### src/rtl/tone_mixer.sv
// tone_mixer
//   Picks live or played-back keys from the recorder mode and runs one
//   square-wave oscillator per key. It sums the active oscillators into a
//   signed sample and hands that sample to the audio codec once per sample
//   slot, using a ready/write handshake.
//
// Ports
//   clock          system clock (single domain)
//   reset          asynchronous, active-low reset
//   mode[1:0]      recorder mode, 2'b10 = playback, anything else = live
//   keys[3:0]      live keys, active-high
//   playback_keys  recorder playback keys, active-high
//   write_ready    codec can take a sample this cycle
//   write          one-cycle strobe, samples valid while high
//   left_sample    signed 32-bit sample
//   right_sample   same value as left_sample
//   active_keys    registered selected keys (LEDs)
//   overrun_count  saturating count of dropped sample slots

// One square-wave oscillator. `on` is the registered enable. Its contribution
// to the mix therefore lines up with the cleared/reloaded counter and pol.
module tone_osc #(
    parameter int HALF_P = 4
) (
    input  logic clock,
    input  logic reset,
    input  logic en,
    output logic on,
    output logic pol
);
    localparam logic [19:0] RELOAD = 20'(HALF_P - 1);

    logic [19:0] cnt;

    always_ff @(posedge clock or negedge reset) begin
        if (!reset) begin
            cnt <= RELOAD;
            pol <= 1'b0;
            on  <= 1'b0;
        end else begin
            on <= en;
            if (!en) begin
                cnt <= RELOAD;
                pol <= 1'b0;
            end else if (cnt == 20'd0) begin
                cnt <= RELOAD;
                pol <= ~pol;
            end else begin
                cnt <= cnt - 20'd1;
            end
        end
    end
endmodule

module tone_mixer #(
    parameter int HALF_P0    = 95556,
    parameter int HALF_P1    = 85131,
    parameter int HALF_P2    = 75843,
    parameter int HALF_P3    = 71586,
    parameter int AMP        = 10000000,
    parameter int SAMPLE_DIV = 1042
) (
    input  logic        clock,
    input  logic        reset,
    input  logic [1:0]  mode,
    input  logic [3:0]  keys,
    input  logic [3:0]  playback_keys,
    input  logic        write_ready,
    output logic        write,
    output logic [31:0] left_sample,
    output logic [31:0] right_sample,
    output logic [3:0]  active_keys,
    output logic [7:0]  overrun_count
);
    localparam int NUM_KEYS = 4;
    localparam int DIV_W    = (SAMPLE_DIV > 1) ? $clog2(SAMPLE_DIV) : 1;
    localparam logic [DIV_W-1:0] DIV_LAST = DIV_W'(SAMPLE_DIV - 1);
    localparam logic signed [31:0] AMP_S = 32'(AMP);

    typedef enum logic {IDLE, PENDING} state_t;

    state_t                state_q, state_d;
    logic [NUM_KEYS-1:0]   osc_on, osc_pol;
    logic signed [31:0]    mix_d, mix_q, held_q;
    logic [DIV_W-1:0]      div_q;
    logic                  tick;
    logic                  load_held, fire, ovr_inc;

    // Key select
    always_ff @(posedge clock or negedge reset) begin
        if (!reset) active_keys <= '0;
        else        active_keys <= (mode == 2'b10) ? playback_keys : keys;
    end

    // Oscillators
    for (genvar i = 0; i < NUM_KEYS; i++) begin : g_osc
        localparam int HP = (i == 0) ? HALF_P0 :
                            (i == 1) ? HALF_P1 :
                            (i == 2) ? HALF_P2 : HALF_P3;
        tone_osc #(.HALF_P(HP)) u_osc (
            .clock (clock),
            .reset (reset),
            .en    (active_keys[i]),
            .on    (osc_on[i]),
            .pol   (osc_pol[i])
        );
    end

    // Mix: each enabled key adds +AMP (pol=1) or -AMP (pol=0)
    always_comb begin
        mix_d = '0;
        for (int i = 0; i < NUM_KEYS; i++) begin
            if (osc_on[i]) mix_d = osc_pol[i] ? (mix_d + AMP_S) : (mix_d - AMP_S);
        end
    end

    always_ff @(posedge clock or negedge reset) begin
        if (!reset) mix_q <= '0;
        else        mix_q <= mix_d;
    end

    // Slot divider
    assign tick = (div_q == DIV_LAST);

    always_ff @(posedge clock or negedge reset) begin
        if (!reset) div_q <= '0;
        else        div_q <= tick ? '0 : div_q + 1'b1;
    end

    // Output FSM
    always_comb begin
        state_d   = state_q;
        load_held = 1'b0;
        fire      = 1'b0;
        ovr_inc   = 1'b0;
        case (state_q)
            IDLE: begin
                if (tick) begin
                    load_held = 1'b1;
                    state_d   = PENDING;
                end
            end
            PENDING: begin
                if (write_ready) begin
                    fire = 1'b1;
                    // A tick in the same cycle refills the slot, so this is
                    // not an overrun.
                    if (tick) load_held = 1'b1;
                    else      state_d   = IDLE;
                end else if (tick) begin
                    // Newest sample replaces the unsent one.
                    load_held = 1'b1;
                    ovr_inc   = 1'b1;
                end
            end
            default: state_d = IDLE;
        endcase
    end

    always_ff @(posedge clock or negedge reset) begin
        if (!reset) begin
            state_q       <= IDLE;
            held_q        <= '0;
            write         <= 1'b0;
            left_sample   <= '0;
            right_sample  <= '0;
            overrun_count <= '0;
        end else begin
            state_q <= state_d;
            write   <= fire;
            if (load_held) held_q <= mix_q;
            if (fire) begin
                left_sample  <= held_q;
                right_sample <= held_q;
            end
            if (ovr_inc && overrun_count != 8'hFF)
                overrun_count <= overrun_count + 8'd1;
        end
    end
endmodule

### config.mk
export PLATFORM = sky130hd
export DESIGN_NAME = tone_mixer
export DESIGN_NICKNAME = d
export VERILOG_FILES = /design/src/rtl/tone_mixer.sv
export SDC_FILE = /design/constraint.sdc
export NUM_CORES = 1
export LEC_CHECK = 0
export CORE_UTILIZATION = 40
export CTS_CLUSTER_SIZE = 25
export DETAILED_ROUTE_END_ITERATION = 16
export GPL_TIMING_DRIVEN = 0
export SYNTH_ARGS = -nofsm -noshare
export SYNTH_HDL_FRONTEND = slang
export SYNTH_SLANG_ARGS = --single-unit
### constraint.sdc
create_clock -name clock -period 9.6 [get_ports clock]
set_clock_uncertainty 0.2 [all_clocks]
set_input_delay 0.96 -clock clock [delete_from_list [all_inputs] [get_ports clock]]
set_output_delay 0.96 -clock clock [all_outputs]
set_load 0.005 [all_outputs]
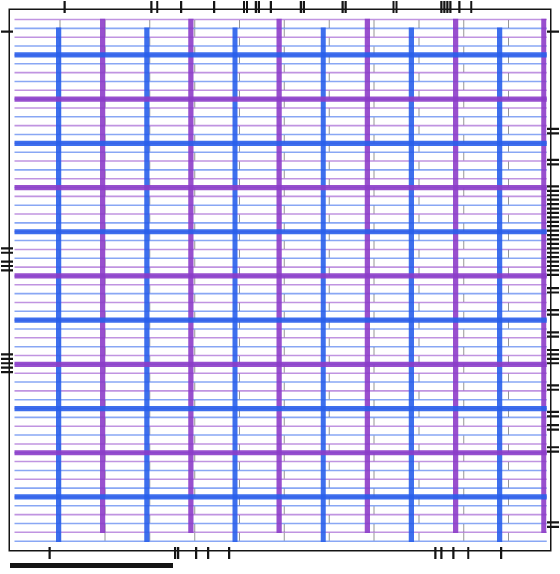
(images/floorplan.png)
Scale bar: 50 um. Pins as bars on the die edge. Tap cells in gray.
net	color
VDD	purple
VSS	blue
rows	59
met4 straps	12
met1 rails	60
signal pins	90
tap cells	335

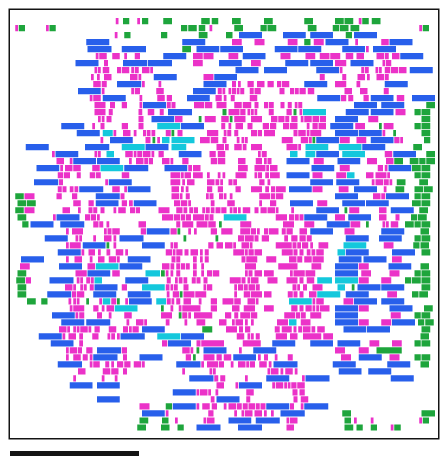
(images/class_map.png)
Scale bar: 50 um.
class	color	cells	share of their area
remaining logic cells	magenta	826	46%
clock drivers and dummy loads	cyan	32	4.8%
remaining buffers and delay cells	green	145	10%
registers	blue	188	39%

==> flow_metrics.tcl <==
# implementation run metrics
set metrics [dict create \
    status "finished, violations left" \
    violations "design-rule violations" \
    grt.total_usage_pct 15.8 \
    clock_cell_area_share_pct 4.65 \
    leakage_nw 5.62 \
    ff2ff_setup_slack_ns 2.74 \
    drv_cap 0 \
    seqCellArea_um2 4740 \
    antenna_violating_nets_post_route 0 \
    syn-mean-instance-area_um2 10.1 \
    fp_util_pct 41.0 \
    first_pass_iters 10 \
    dieArea_um2 27600 \
    fin_nets 1247 \
    ir_worst_vdd_v 0.000105 \
    hold_depth 1 \
    die_height_um 166 \
    synth.distinct_cells 66 \
    async_reset_ff_share_pct 100 \
    utilization_pct 48.0 \
    netlist_area_um2 10800 \
    rr_worst_depth 30 \
    seq_share_pct 37.6 \
    tightest_slew_ns 1.17 \
    finalNonFillerCells 1526 \
    vias_per_cell 5.09 \
    finalPower_mw 2.02 \
    clkSinkCount 188 \
    totalWireLength_mm 20.6 \
    simple_gate_area_share_pct 15.8 \
    ys_sh_aoi_pct 10.4 \
    worst-path-buf-inv 3 \
    grt_pass1_vias 7446 \
    arrival_ns 6.96 \
    syn_to_final_growth_pct 17.1 \
    period_minus_slack_ns 6.86 \
    pwr_density_cell_nw_per_um2 160 \
    comb_area_share_pct 43.8 \
    rows 59 \
    nNonClkBuffers 145 \
    taps 335 \
    xor_share_pct 9.58 \
    pre_cts_ws_ns 2.84 \
    period_used_pct 71.4 \
    io_buffers 75 \
    drc 10 \
    crit_cells 30 \
    rsz0062_at_grt "no" \
    cp_slowest_stage_delay_ns 0.45 \
    min_from "g_osc[3].u_osc.cnt[0]" \
    postCtsSetupBuffers 0 \
    setup_ws_ns 2.74 \
    ys_sh_adder_pct 6.78 \
    setup_viol 0 \
    ys_seq_share_pct 44.0 \
    cp_slowest_cell "a2111oi_0" \
    edf_count 0 \
    slew_headroom_pct 20.9 \
    ys_area_um2 10800 \
    ys_warn_count 0 \
    numSynthFlops 188 \
    cts_hold_buf 0 \
    insertedDiodeCount 0 \
    flops 188 \
    finalHoldViolations 0 \
    startpoint_type "register" \
    mux_area_share_pct 8.24 \
    worstSetupPathType "register to register" \
    critPathTopFamily "AND-OR/OR-AND gates" \
    tool_warnings 34 \
    dpl.hpwl_mm 14.9 \
    top_cells_by_area "dfrtp_1 (37%), mux2_2 (8.2%), dfstp_2 (7.1%)" \
    clk_path_buf_depth 2 \
    io_pins 90 \
    postSynthCellCount 1070 \
    comb_area_um2 5520 \
    crit_required_ns 9.70 \
]
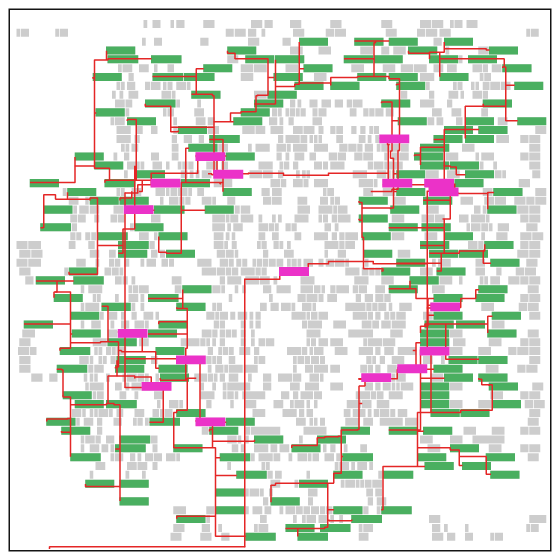
(images/clock_wires.png)
[clock wires] red | length: 2,420 um
[clock-net drivers] magenta | count: 17
[flip-flops] green | count: 188
routed clock nets	18

[metrics by stage]
stage / instance area (um2) / TNS (ns)
after CTS: 12600 / 0
after detailed placement: 12000 / 0
after global routing: 12600 / 0
final: 12600 / 0
after floorplan: 10800 / 0
after global placement: 12000 / -79.03
[state kept, by name (all words and copies together) (netlist names)]
name	flops
overrun_count	8
held_q	25
active_keys	4
g_osc.u_osc.pol	4
write	1
g_osc.u_osc.on	4
right_sample	25
g_osc.u_osc.cnt	80
div_q	11
mix_q	25
state_q	1
[per-layer routing]
layer  routed length [um]  vias up  global-route usage [%]  share of wire [%]
met2                 9730      143                    25.8                 47
met3                  670       20                    2.86                3.3
met5                    0        -                       0                  0
li1                     -     3886                       -                  -
met1                 9930     3723                    21.1                 48
met4                  281        0                    5.08                1.4
[cells in the final DEF (no fill, tap or decap), types with 11 or more instances in the layout]
cell,count
dfrtp_1,159
nor2_1,96
nand2_1,91
mux2_2,78
clkdlybuf4s50_1,74
xnor2_1,69
a21oi_1,56
ha_1,52
xor2_1,46
buf_4,43
o21ai_0,40
nor3_1,35
inv_1,34
dfstp_2,29
nand3_1,24
nor2b_1,22
a21o_1,21
clkbuf_1,19
clkbuf_16,17
and2_1,14
conb_1,14
nor4_1,12
or3_1,11
[worst reg2reg max path: cells and delay by family, from the launching register on]
family | cells | cell delay, ns
adders and majority gates | 4 | 1.35
buffers and inverters | 3 | 0.40
and+or+nand+nor | 7 | 1.22
xor gates and xnor gates | 3 | 0.45
AOI/OAI and AO/OA | 12 | 2.42
DFF | 1 | 0.39
muxes | 1 | 0.29
[report_power, final]
group	total, mW	leakage (nW)	internal [mW]	switching, mW
combinational	0.435	2.91	0.195	0.241
clock	0.698	0.288	0.351	0.347
sequential	0.882	2.43	0.852	0.0292
total	2.02	5.62	1.40	0.617
No activity file was given, so power comes from the tool's default toggle rates.
